Fig. 1: routing congestion
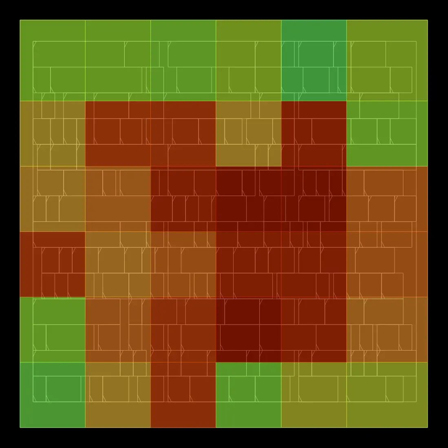
Fig. 2: metal layers overlaid
Only two layers are drawn.
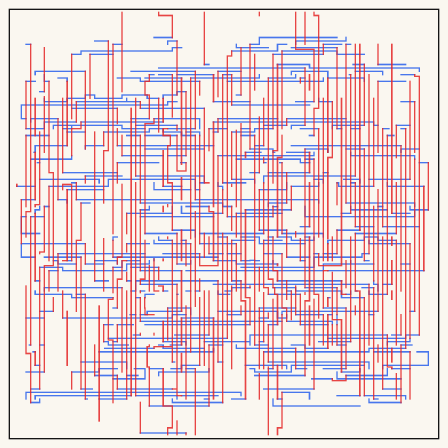
Fig. 3: M4 wires
Cells faint in the background.
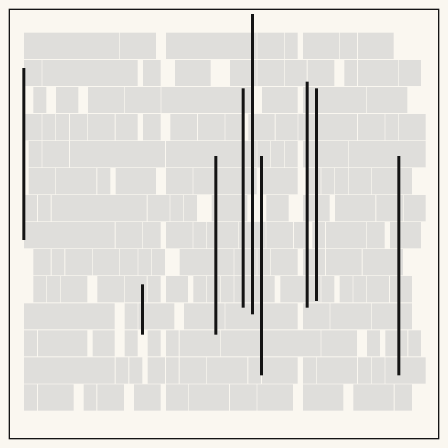
Fig. 4: floorplan with the power grid
Scale bar: 10 um. Pins as bars on the die edge. Tap cells in gray.
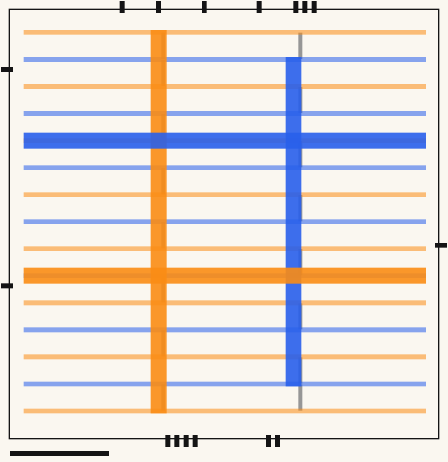
--- src/rtl/traffic_pkg.sv ---
// Shared types and default phase durations for the NS/EW traffic-light controller.
package traffic_pkg;

  typedef enum logic [1:0] {
    RED    = 2'b00,
    YELLOW = 2'b01,
    GREEN  = 2'b10
  } light_t;

  typedef enum logic [2:0] {
    NS_GREEN,
    NS_YELLOW,
    ALLRED_A,
    EW_GREEN,
    EW_YELLOW,
    ALLRED_B,
    PED_WALK,
    EMERG
  } phase_t;

  typedef enum logic {
    DIR_NS,
    DIR_EW
  } dir_t;

  localparam int DEF_WIDTH    = 6;
  localparam int DEF_T_GREEN  = 20;
  localparam int DEF_T_YELLOW = 3;
  localparam int DEF_T_ALLRED = 1;
  localparam int DEF_T_WALK   = 10;

  function automatic light_t ns_lamp(phase_t p);
    case (p)
      NS_GREEN:  return GREEN;
      NS_YELLOW: return YELLOW;
      default:   return RED;
    endcase
  endfunction

  function automatic light_t ew_lamp(phase_t p);
    case (p)
      EW_GREEN:  return GREEN;
      EW_YELLOW: return YELLOW;
      default:   return RED;
    endcase
  endfunction

endpackage

--- src/rtl/traffic_light_fsm.sv ---
// Phase controller for a two-way intersection: timed green/yellow/all-red cycle,
// pedestrian walk insertion after all-red, and an all-red emergency override.
module traffic_light_fsm
  import traffic_pkg::*;
#(
  parameter int WIDTH    = DEF_WIDTH,
  parameter int T_GREEN  = DEF_T_GREEN,
  parameter int T_YELLOW = DEF_T_YELLOW,
  parameter int T_ALLRED = DEF_T_ALLRED,
  parameter int T_WALK   = DEF_T_WALK
) (
  input  logic             clk,
  input  logic             rst_n,
  input  logic [WIDTH-1:0] timer_count,
  output logic             timer_start,
  input  logic             ped_req,
  input  logic             emergency,
  output light_t           ns_light,
  output light_t           ew_light,
  output logic             walk
);

  localparam logic [WIDTH-1:0] LAST_GREEN  = WIDTH'(T_GREEN - 1);
  localparam logic [WIDTH-1:0] LAST_YELLOW = WIDTH'(T_YELLOW - 1);
  localparam logic [WIDTH-1:0] LAST_ALLRED = WIDTH'(T_ALLRED - 1);
  localparam logic [WIDTH-1:0] LAST_WALK   = WIDTH'(T_WALK - 1);

  phase_t state;
  phase_t next_state;
  logic   ped_pending;
  dir_t   next_dir;

  // Emergency wins over every timed exit; EMERG ignores the timer entirely.
  always_comb begin
    next_state = state;
    if (emergency && state != EMERG) begin
      next_state = EMERG;
    end else begin
      case (state)
        NS_GREEN:  if (timer_count == LAST_GREEN)  next_state = NS_YELLOW;
        NS_YELLOW: if (timer_count == LAST_YELLOW) next_state = ALLRED_A;
        ALLRED_A:  if (timer_count == LAST_ALLRED)
                     next_state = ped_pending ? PED_WALK : EW_GREEN;
        EW_GREEN:  if (timer_count == LAST_GREEN)  next_state = EW_YELLOW;
        EW_YELLOW: if (timer_count == LAST_YELLOW) next_state = ALLRED_B;
        ALLRED_B:  if (timer_count == LAST_ALLRED)
                     next_state = ped_pending ? PED_WALK : NS_GREEN;
        PED_WALK:  if (timer_count == LAST_WALK)
                     next_state = (next_dir == DIR_EW) ? EW_GREEN : NS_GREEN;
        EMERG:     if (!emergency) next_state = ALLRED_B;
        default:   next_state = NS_GREEN;
      endcase
    end
  end

  // Restart the timer in the last cycle of a phase so the new phase starts at 0.
  assign timer_start = rst_n && (next_state != state);

  always_ff @(posedge clk or negedge rst_n) begin
    if (!rst_n) begin
      state       <= NS_GREEN;
      ped_pending <= 1'b0;
      next_dir    <= DIR_NS;
      ns_light    <= GREEN;
      ew_light    <= RED;
      walk        <= 1'b0;
    end else begin
      state    <= next_state;
      ns_light <= ns_lamp(next_state);
      ew_light <= ew_lamp(next_state);
      walk     <= (next_state == PED_WALK);

      if (next_state == PED_WALK && state != PED_WALK) begin
        ped_pending <= 1'b0;
      end else if (ped_req && state != PED_WALK) begin
        ped_pending <= 1'b1;
      end

      // Remember which green a walk phase displaced.
      if (state == ALLRED_A && next_state != ALLRED_A) begin
        next_dir <= DIR_EW;
      end else if (state == ALLRED_B && next_state != ALLRED_B) begin
        next_dir <= DIR_NS;
      end
    end
  end

endmodule

--- config.mk ---
export PLATFORM = sky130hd
export DESIGN_NAME = traffic_light_fsm
export DESIGN_NICKNAME = d
export VERILOG_FILES = /design/src/rtl/traffic_pkg.sv /design/src/rtl/traffic_light_fsm.sv
export SDC_FILE = /design/constraint.sdc
export NUM_CORES = 1
export LEC_CHECK = 0
export ABC_AREA = 1
export CORE_UTILIZATION = 51
export DETAILED_ROUTE_END_ITERATION = 12
export PLACE_DENSITY = 0.78
export SLEW_MARGIN = 40
export SYNTH_ARGS = -nofsm -noshare
export SYNTH_HDL_FRONTEND = slang
export SYNTH_SLANG_ARGS = --single-unit
--- constraint.sdc ---
create_clock -name clk -period 2.14 [get_ports clk]
set_input_delay 0.535 -clock clk [delete_from_list [all_inputs] [get_ports clk]]
set_output_delay 0.535 -clock clk [all_outputs]
set_load 0.005 [all_outputs]
==> run summary <==
On the backend side, the flow ran end to end.

Per the placement log, port buffering inserted 15 buffers. STA lists the endpoint of the worst register-to-register path as ped_pending. The number of levels the H-tree was split into stands at 1. Counting instances, the worst hold path has a depth of 2. The setup path with the least slack is of type in2out. The total cells reported by yosys after synthesis stands at 124. Setup repair after global routing could not meet its margin everywhere. After synthesis the netlist holds a flip-flop and latch count of 10.

Looking at the clock tree report, the root buffer type is sky130_fd_sc_hd__clkbuf_4. The required time at the endpoint of the critical path stands at 1.60 ns. The report shows a maximum critical-path fanout of 4. The worst register-to-register path begins at state[1]. The half-perimeter wire length after placement stands at 1820 um. The post-synthesis average cell area stands at 6.93 um2. The gate-level netlist out of Yosys references 20 unique cell types. After synthesis, the share of flip-flops with an asynchronous set or reset is 1.00. The commonest cells after synthesis are 26 x sky130_fd_sc_hd__nand2_1, 19 x sky130_fd_sc_hd__inv_1, 14 x sky130_fd_sc_hd__nor2_1. The run reported a max-capacitance violation count of 0.

The Yosys chip area stands at 860 um2. The first global-routing pass estimated 4810 um of wire. The shortest clock period the worst path allows after layout stands at 2.49 ns. The number of antenna violations at the first check in global routing is 0. The DRC violation total left in the routed layout is recorded as 0. Using the TritonRoute via totals, the vias-per-cell ratio works out to 6.05. The final reports fail on negative setup slack. The worst setup path is launched from an input port. Across the VDD grid, the largest voltage drop is 1.06 mV. Entering global routing, the biggest net connects 11 pins.

Synthesis handed over a netlist of 124 instances. The number of nets in the synthesized netlist is 134. The ratio of total power to cell area stands at 1390 mW/mm2.

The global placer's final weighted congestion stands at 0.826. The share of the synthesized area in the top cell type stands at 0.262. The clock insertion delay at the later pin of the skew report stands at 0.27 ns. Per Yosys stat, the portion of area used by sequential elements is 0.293. The number of synthesis warnings stands at 0. The leakage power in the latest report is 0.697 nW. Across all register-to-register paths, the minimum setup slack is 0.21 ns. Data on the critical path arrives at its endpoint at 1.96 ns. met1 track demand over resource after global routing is 0.435.

The number of clock sinks came to 10. By instance count, the leading cell after synthesis is sky130_fd_sc_hd__nand2_1. The hold violation total from the final report stands at 0. Derived from the worst setup path, the maximum achievable clock frequency is 401 MHz. The max-slew violation count stands at 0. The setup skew after layout stands at 0.00832 ns.

The timing report gives the clock slew at the launch and capture registers of the worst setup and hold paths as 0.06 ns. The number of enable-type register cells in the synthesized netlist stands at 0. The first-iteration detailed-routing DRC count stands at 56.

After layout, the worst setup slack is -0.353 ns. The combined global-route utilization of all metal layers stands at 0.360. By area the synthesized netlist is led by sky130_fd_sc_hd__dfrtp_1 26%, sky130_fd_sc_hd__nand2_1 11%, sky130_fd_sc_hd__inv_1 8.3%. Buffers inserted during clock tree synthesis total 3.

Per STA, the endpoint of the critical path is timer_start. The global route total overflow stands at 0. During I/O placement, the number of pins put on the boundary was 16. The core utilization before placement stands at 0.558. The worst-case reg-to-reg path depth stands at 13. The total negative setup slack stands at -0.353 ns. In the final layout, the share of cells above drive strength 1 is 0.552. The overall die area stands at 0.00185 mm2. The final tally of setup violations stands at 1. TritonCTS built the clock tree. In this run the layout overhead on the synthesized area is reported as 64.3%. The post-synthesis instance area stands at 860 um2. The post-detailed-route count of antenna-violating nets stands at 0. The number of placed instances, taps included, is 179. Of the available clock period, the critical path in the final layout requires 1.16. The layer flagged by global routing as most heavily used is met2. The number of global-route vias before repair is 1,024.

Summing over the stages, the warning tally comes to 28. The tightest min-delay check is of the reg2reg type. In the log, the iteration count for the first detailed-route pass is 4. The clock tree buffer depth stands at 2.

In the synthesized netlist the dominant register cell turns out to be sky130_fd_sc_hd__dfrtp_1. The slew at the pin closest to its max-slew limit stands at 0.228 ns. Sorting the Yosys area breakdown by cell type puts at the top sky130_fd_sc_hd__dfrtp_1. After the flow finishes, the layout carries non-filler instances totaling 188. Per the detail_route report, routed wire per instance is 19.3 um. The headroom to the max-slew limit stands at 0.848.

The initialized floorplan defines 14 standard-cell rows. According to the finish report, the design has a final net count of 183. The final hold slack stands at 0.503 ns. The flow ran to the end, but the final reports show violations. STA classifies the critical path endpoint as a primary output. For reference, the critical path is launched at timer_count[0]. The number of antenna repair diodes stands at 0. The power consumption stands at 0.00197 W.
-- Fig. 1 (at the start) --
fraction of met2 tracks used by global routing: 0.633
final cell utilization of the core: 0.916
global routing usage on met3: 0.0468

-- Fig. 2 (at the start) --
[red] M2 | wire length: 1,830 um
[blue] M1 | wire length: 1,360 um

-- Fig. 3 (at the start) --
main direction: vertical
nets with wire on the layer: 9
vias after detailed routing: 1,137
total length of routed wires: 3630 um

-- Fig. 4 (at the start) --
[orange] VSS
[blue] VDD
met4 straps: 2
rows: 14
met5 straps: 2
signal pins: 16
tap cells: 16
Die Span X: 43.1 um
core area: 0.00154 mm2

critical path, cell delays in order:
cell                       delay [ns]
sky130_fd_sc_hd__clkbuf_4        0.16
sky130_fd_sc_hd__nand2_1         0.09
sky130_fd_sc_hd__inv_1           0.09
sky130_fd_sc_hd__nand3_2         0.11
sky130_fd_sc_hd__buf_4           0.18
sky130_fd_sc_hd__nor2_1          0.19
sky130_fd_sc_hd__nor2_4          0.07
sky130_fd_sc_hd__nand3_4         0.09
sky130_fd_sc_hd__nand2_1         0.07
sky130_fd_sc_hd__nand3_1         0.10
sky130_fd_sc_hd__nor2_2          0.05
sky130_fd_sc_hd__nor2_1          0.09
sky130_fd_sc_hd__buf_2           0.13
layout by cell type (no fill, tap or decap), types with 2 or more instances in the layout:
cell type	n
sky130_fd_sc_hd__buf_4	25
sky130_fd_sc_hd__nand2_1	23
sky130_fd_sc_hd__inv_1	18
sky130_fd_sc_hd__nor2_4	14
sky130_fd_sc_hd__nand3_2	11
sky130_fd_sc_hd__nand3_1	7
sky130_fd_sc_hd__clkdlybuf4s50_1	7
sky130_fd_sc_hd__nand2_2	6
sky130_fd_sc_hd__nand4_1	6
sky130_fd_sc_hd__nor2_2	6
sky130_fd_sc_hd__dfrtp_1	6
sky130_fd_sc_hd__buf_6	6
sky130_fd_sc_hd__inv_2	5
sky130_fd_sc_hd__nor2_1	5
sky130_fd_sc_hd__clkbuf_4	5
sky130_fd_sc_hd__nor3_1	3
sky130_fd_sc_hd__buf_2	3
sky130_fd_sc_hd__dfrtp_2	3
sky130_fd_sc_hd__nand2_4	2
report_power, final:
part           switching, W  internal (W)  total [W]
Sequential        0.0000746      0.000266   0.000340
Combinational      0.000835      0.000621    0.00146
Clock             0.0000701      0.000103   0.000173
Total              0.000979      0.000990    0.00197
what timing repair did:
action                                  CTS  global route
cloned                                    0             0
resized                                  56            18
hold buffers                              0             0
buffers inserted                          4             1
pin swaps                                17            15
endpoints found under the setup margin    1             1
state kept, by name, indices dropped and copies added (netlist names):
name         flops
next_dir         1
walk             1
ped_pending      1
state            3
ns_light         2
ew_light         2
worst min path at each step:
| stage | from | endpoint | slack, ns |
|---|---|---|---|
| after global routing | next_dir | next_dir | 0.51 |
| final | next_dir | next_dir | 0.50 |
| after floorplan | rst_n | ew_light[0] | 0.24 |
| after global placement | next_dir | next_dir | 0.46 |
| after CTS | next_dir | next_dir | 0.48 |
| after detailed placement | next_dir | next_dir | 0.46 |
layout make-up:
type / count / area [um2]
Multi-Input combinational cell: 89 / 639
Inverter: 25 / 97.6
Fill cell: 62 / 129
Tap cell: 16 / 20.0
Clock buffer: 4 / 36.3
Timing Repair Buffer: 44 / 364
Sequential cell: 10 / 255
metrics by stage:
stage | area (um2) | worst slack [ns]
after floorplan | 860 | 0.0802
after global placement | 1210 | -0.893
after detailed placement | 1210 | -0.987
after CTS | 1340 | -0.215
after global routing | 1410 | -0.437
final | 1410 | -0.353
kinds of logic after synthesis:
family,synth area share
buf+inv,0.111
compound gates,0.0364
flops,0.293
simple gates,0.560
metal layers:
layer,wire (um),part of all wire,vias to the layer above
li1,-,-,487
met1,1360,0.37,551
met4,178,0.049,0
met3,264,0.073,18
met5,0,0,-
met2,1830,0.50,81
Power is estimated from default activity; no workload was simulated.
